===== src/rtl/sim_cfg_loader_pkg.sv =====
// sim_cfg_loader_pkg: shared config word map, loader FSM states and default reset config
package sim_cfg_loader_pkg;
  localparam int CFG_OCC    = 0;
  localparam int CFG_OFF_LO = 1;
  localparam int CFG_OFF_HI = 2;
  localparam int CFG_MODE   = 3;
  localparam logic [31:0] DEFAULT_RESET_CFG = 32'h0000_0000;
  typedef enum logic [1:0] {SCAN, DRAIN, READY} cfg_state_t;
endpackage


===== src/rtl/sim_cfg_rd_pipe.sv =====
// sim_cfg_rd_pipe: RD_LATENCY-deep valid+index pipeline tracking outstanding RAM reads
// i_push/i_idx tag a read issued this cycle; o_vld/o_idx is the tag whose data is on the
// RAM bus now; o_empty means nothing is in flight behind the emerging tag.
module sim_cfg_rd_pipe #(
  parameter int RD_LATENCY = 1,
  parameter int IDX_W      = 2
)(
  input  logic             clk,
  input  logic             rst,
  input  logic             i_push,
  input  logic [IDX_W-1:0] i_idx,
  output logic             o_vld,
  output logic [IDX_W-1:0] o_idx,
  output logic             o_empty
);
  logic [RD_LATENCY-1:0] r_vld;
  logic [IDX_W-1:0]      r_idx [RD_LATENCY];
  always_ff @(posedge clk or posedge rst)
    if (rst) begin
      r_vld <= '0;
      for (int i = 0; i < RD_LATENCY; i++) r_idx[i] <= '0;
    end else begin
      r_vld[0] <= i_push;
      r_idx[0] <= i_idx;
      for (int i = 1; i < RD_LATENCY; i++) begin
        r_vld[i] <= r_vld[i-1];
        r_idx[i] <= r_idx[i-1];
      end
    end
  assign o_vld   = r_vld[RD_LATENCY-1];
  assign o_idx   = r_idx[RD_LATENCY-1];
  // The last stage is captured on the coming edge, so only earlier stages count as pending.
  assign o_empty = ~|(r_vld << 1);
endmodule


===== src/rtl/sim_cfg_loader.sv =====
// sim_cfg_loader: scans N_WORDS RAM config bytes into a shadow and commits them on orbit_start
// clk/rst: clock and async active-high reset; ram_addr/ram_read: registered RAM read port;
// ram_rdata: RAM data; orbit_start: orbit boundary pulse; freeze: commit inhibit;
// cfg_active: committed config; cfg_update/cfg_changed: commit pulse and change flag;
// missed_commits: saturating count of orbits that found the scan unfinished.
module sim_cfg_loader import sim_cfg_loader_pkg::*; #(
  parameter int N_WORDS    = 4,
  parameter int ADDR_W     = 7,
  parameter int DATA_W     = 8,
  parameter int BASE_ADDR  = 0,
  parameter int RD_LATENCY = 1,
  parameter logic [N_WORDS*DATA_W-1:0] RESET_CFG = (N_WORDS*DATA_W)'(DEFAULT_RESET_CFG),
  parameter int MISS_W     = 8
)(
  input  logic                      clk,
  input  logic                      rst,
  output logic [ADDR_W-1:0]         ram_addr,
  output logic                      ram_read,
  input  logic [DATA_W-1:0]         ram_rdata,
  input  logic                      orbit_start,
  input  logic                      freeze,
  output logic [N_WORDS*DATA_W-1:0] cfg_active,
  output logic                      cfg_update,
  output logic                      cfg_changed,
  output logic [MISS_W-1:0]         missed_commits
);
  localparam int IDX_W = N_WORDS > 1 ? $clog2(N_WORDS) : 1;
  cfg_state_t                r_state, w_next;
  logic [IDX_W-1:0]          r_idx, w_tag_idx;
  logic [N_WORDS*DATA_W-1:0] r_shadow;
  logic w_push, w_last, w_commit, w_miss, w_tag_vld, w_empty;
  sim_cfg_rd_pipe #(.RD_LATENCY(RD_LATENCY), .IDX_W(IDX_W)) u_pipe (
    .clk(clk), .rst(rst), .i_push(w_push), .i_idx(r_idx),
    .o_vld(w_tag_vld), .o_idx(w_tag_idx), .o_empty(w_empty)
  );
  always_comb begin
    w_push   = r_state == SCAN;
    w_last   = w_push && r_idx == IDX_W'(N_WORDS-1);
    w_commit = r_state == READY && orbit_start && !freeze;
    w_miss   = r_state != READY && orbit_start;
    w_next   = r_state;
    case (r_state)
      SCAN:    w_next = w_last ? DRAIN : SCAN;
      DRAIN:   w_next = w_empty ? READY : DRAIN;
      READY:   w_next = w_commit ? SCAN : READY;
      default: w_next = SCAN;
    endcase
  end
  always_ff @(posedge clk or posedge rst)
    if (rst) begin
      r_state        <= SCAN;
      r_idx          <= '0;
      r_shadow       <= RESET_CFG;
      ram_addr       <= ADDR_W'(BASE_ADDR);
      ram_read       <= 1'b0;
      cfg_active     <= RESET_CFG;
      cfg_update     <= 1'b0;
      cfg_changed    <= 1'b0;
      missed_commits <= '0;
    end else begin
      r_state  <= w_next;
      ram_read <= w_push;
      if (w_push) begin
        ram_addr <= ADDR_W'(BASE_ADDR) + ADDR_W'(r_idx);
        r_idx    <= w_last ? '0 : r_idx + IDX_W'(1);
      end
      if (w_tag_vld) r_shadow[int'(w_tag_idx)*DATA_W +: DATA_W] <= ram_rdata;
      if (w_commit) cfg_active <= r_shadow;
      cfg_update  <= w_commit;
      cfg_changed <= w_commit && r_shadow != cfg_active;
      if (w_miss && !(&missed_commits)) missed_commits <= missed_commits + MISS_W'(1);
    end
endmodule


===== config.mk =====
export PLATFORM = sky130hd
export DESIGN_NAME = sim_cfg_loader
export DESIGN_NICKNAME = d
export VERILOG_FILES = /design/src/rtl/sim_cfg_loader_pkg.sv /design/src/rtl/sim_cfg_rd_pipe.sv /design/src/rtl/sim_cfg_loader.sv
export SDC_FILE = /design/constraint.sdc
export NUM_CORES = 1
export LEC_CHECK = 0
export ABC_AREA = 0
export CAP_MARGIN = 20
export CELL_PAD_IN_SITES_DETAIL_PLACEMENT = 1
export CELL_PAD_IN_SITES_GLOBAL_PLACEMENT = 1
export CORE_MARGIN = 1.5
export CORE_UTILIZATION = 46
export DETAILED_ROUTE_END_ITERATION = 10
export MAX_ROUTING_LAYER = met4
export PLACE_DENSITY_LB_ADDON = 0.1
export SYNTH_ARGS = -nofsm -noshare
export SYNTH_HDL_FRONTEND = slang
export SYNTH_HIERARCHICAL = 1
export SYNTH_SLANG_ARGS = --single-unit

===== constraint.sdc =====
create_clock -name clk -period 5.81 [get_ports clk]
set_input_delay 0.581 -clock clk [delete_from_list [all_inputs] [get_ports clk]]
set_output_delay 0.581 -clock clk [all_outputs]
set_load 0.005 [all_outputs]

==> images/layer_met3.png <==
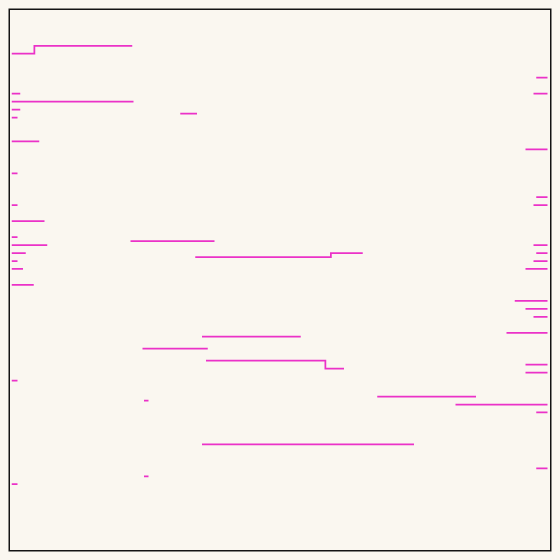
The layer carries 285 um of wire. The longest straight run is 35.9 um. The wires run mostly horizontal. 39 nets have wire on it. The layer holds 3.7% of the routed length.

==> images/power_grid.png <==
The bar under the picture is 20 um long. Pins as bars on the die edge.
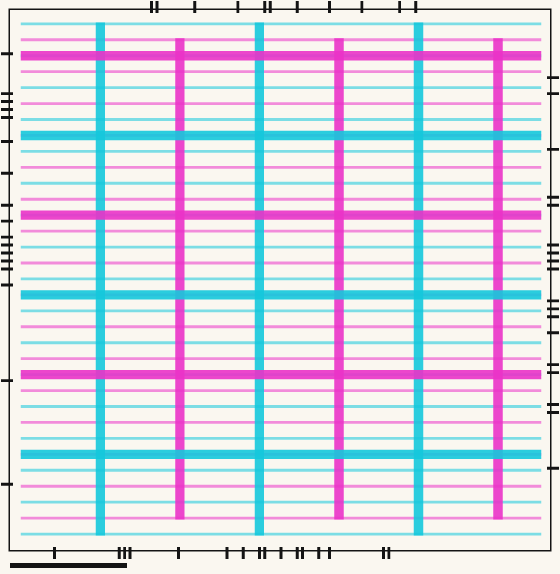
Key: VSS = cyan; VDD = magenta
6 straps on met5. 33 met1 rails follow the rows. The core has 32 rows.

==> reports/results.env <==
OUTCOME='completed'
NFILLCELLS=765
LAYOUT.CLOCK_BUFFERS=10
WORST_IR_DROP_VDD_V=0.000270
COMB_POWER_mW=0.893
VIA_COUNT=2283
DRC=0
ENABLE_FLOP_CELLS=0
MULTI_INPUT_GATE_SHARE_OF_TOTAL_CELL_AREA=0.326
SEQUENTIAL_AREA_SHARE_AFTER_SYNTHESIS=0.575
GRT_FIRST_PASS_WIRELENGTH_UM=12700
DOMINANTREGCELLSYNTH='sky130_fd_sc_hd__dfrtp_1'
POWER.SWITCHING_mW=0.794
SEQ_POWER_SHARE=0.439
INITIAL_ANTENNA_VIOLATION_COUNT=0
PLACEDINSTANCEAREA_SQ_MM=0.00429
SYNTH.CELLS.MOST_FREQUENT='84 x sky130_fd_sc_hd__dfrtp_1, 37 x sky130_fd_sc_hd__mux2_2, 33 x sky130_fd_sc_hd__xnor2_1'
HOLD_CLASS='reg2reg'
TRITONCTS='yes'
BUFFER_DEPTH_OF_THE_LONGEST_CLOCK_PATH=2
SEQUENTIAL_CELL_AREA_SQ_MM=0.00210
FINAL_CORE_UTILIZATION=0.582
ROUTEDLENGTHMET1_UM=3500
FLOORPLAN.ROWS=32
CLK_PIN_SLEW_PS=80
CP-END-KIND='register'
WORST_REL_SLEW_SLACK=0.540
NETLIST.TOP_CELL.BY_AREA='sky130_fd_sc_hd__dfrtp_1'
FINAL_LAYOUT_TOP_LOGIC_CELLS='84 x sky130_fd_sc_hd__dfrtp_1, 56 x sky130_fd_sc_hd__clkdlybuf4s50_1, 37 x sky130_fd_sc_hd__mux2_2'
PLACED_CELLS_INCL_TAPS=412
CTS_BUFFERS=9
GLOBALROUTEMET1UTIL=0.261
GRT_MAX_DEGREE=82
HPWLAFTERDP_UM=5250
FP.COREAREA_SQ_MM=0.00773
INITCOREUTIL=0.473
OPENROAD_WARNING_COUNT=30
FINAL_MAX_SLEW_VIOL_COUNT=0
FINALWIRELENGTH_UM=7680
R2R_END='r_shadow[18]$_DFFE_PP0P_'
YOSYS-TOP-CELLS-AREA='sky130_fd_sc_hd__dfrtp_1 58%, sky130_fd_sc_hd__mux2_2 11%, sky130_fd_sc_hd__xnor2_1 7.9%'
HOLD-PATH-CELL-COUNT=0
SYNTH_STAT.CELLS=257
SETUP_WS_PS=3570
TOP_SIGNAL_LAYER_USED='met4'
POSTROUTEANTENNANETS=0
CLOCKNETWORKAREASHARE=0.0392
POST_SYNTH_INSTANCE_AREA_SQ_MM=0.00365
NWELLTAPS=102
MOSTFREQUENTLAYOUTCELL='sky130_fd_sc_hd__dfrtp_1'
WORST_SKEW_PAIR.LATE_LATENCY_PS=360
WARNING_COUNT_FROM_THE_YOSYS_RUN=6
POST-SYNTH-TOP-AREA-FRACTION=0.575
PWR-SHARE-CLK=0.167
WHS_PS=434
TIMING.HOLD.WORST.START='r_idx[1]$_DFFE_PP0P_'
SETUP.WORST_PATH.START_CLASS='register'
LAYOUT.CELL_AREA.NON_FILLER_SQ_MM=0.00450
ASYNC_FLOP_SHARE=1.00
FF2FF_SETUP_SLACK_PS=3570
TRITONCTS_NUM_SINKS=84
SETUP_VIOL=0
SYN_INST=257
MAX_FREQ_MHz=447
ROOT_BUFFER='sky130_fd_sc_hd__clkbuf_8'
CLOCK_TREE.HTREE_LEVEL_COUNT=3
CRIT_REQUIRED_PS=6090
N_SEQUENTIAL_CELL=84
TIMING.FINAL.CRIT_SHARE=0.385
CLOCK_NET_POWER_mW=0.378
1ST_ITER_DRT_VIOLS=88
CRITICAL_PATH.STARTPOINT='u_pipe/o_idx[0]$_DFF_PP0_'
DRIVE_GT1_FRAC=0.193
GR-USAGE-MET3=0.0332
FINALSETUPTNS_PS=0
R2R.WORST_PATH.CELLS=5
FINAL.SETUP_SKEW_PS=13.1
RSZ0062_AT_GRT='false'
TIMING.CRITICAL_PATH.FANOUT_MAX=8
GRT_MOST_USED_LAYER='met2'
FIN_TOTAL_PWR_mW=2.27
POWER.STATIC_LEAKAGE_nW=2.00
SIGNAL_BUFFERS=59
NUM-MULTI-INPUT-GATES=162
==> worst max-delay path: stages (launching register included) <==
cell and delay, ps:
sky130_fd_sc_hd__dfrtp_1 510, sky130_fd_sc_hd__inv_1 220, sky130_fd_sc_hd__ha_1 450, sky130_fd_sc_hd__inv_1 140
sky130_fd_sc_hd__nor4_4 610, sky130_fd_sc_hd__a22o_1 230
==> cells by family (layout without fill, tap and decap cells) <==
logic type,after synthesis,in the layout,share of synthesized area
AOI/OAI and AO/OA,36,36,0.0890
xor gates and xnor gates,39,39,0.0935
adders and majority gates,7,7,0.0240
buffers and inverters,15,81,0.0277
DFF,84,84,0.575
muxes,37,37,0.114
other,2,6,0.00206
and+or+nand+nor,37,37,0.0743
Power is estimated from default activity; no workload was simulated.
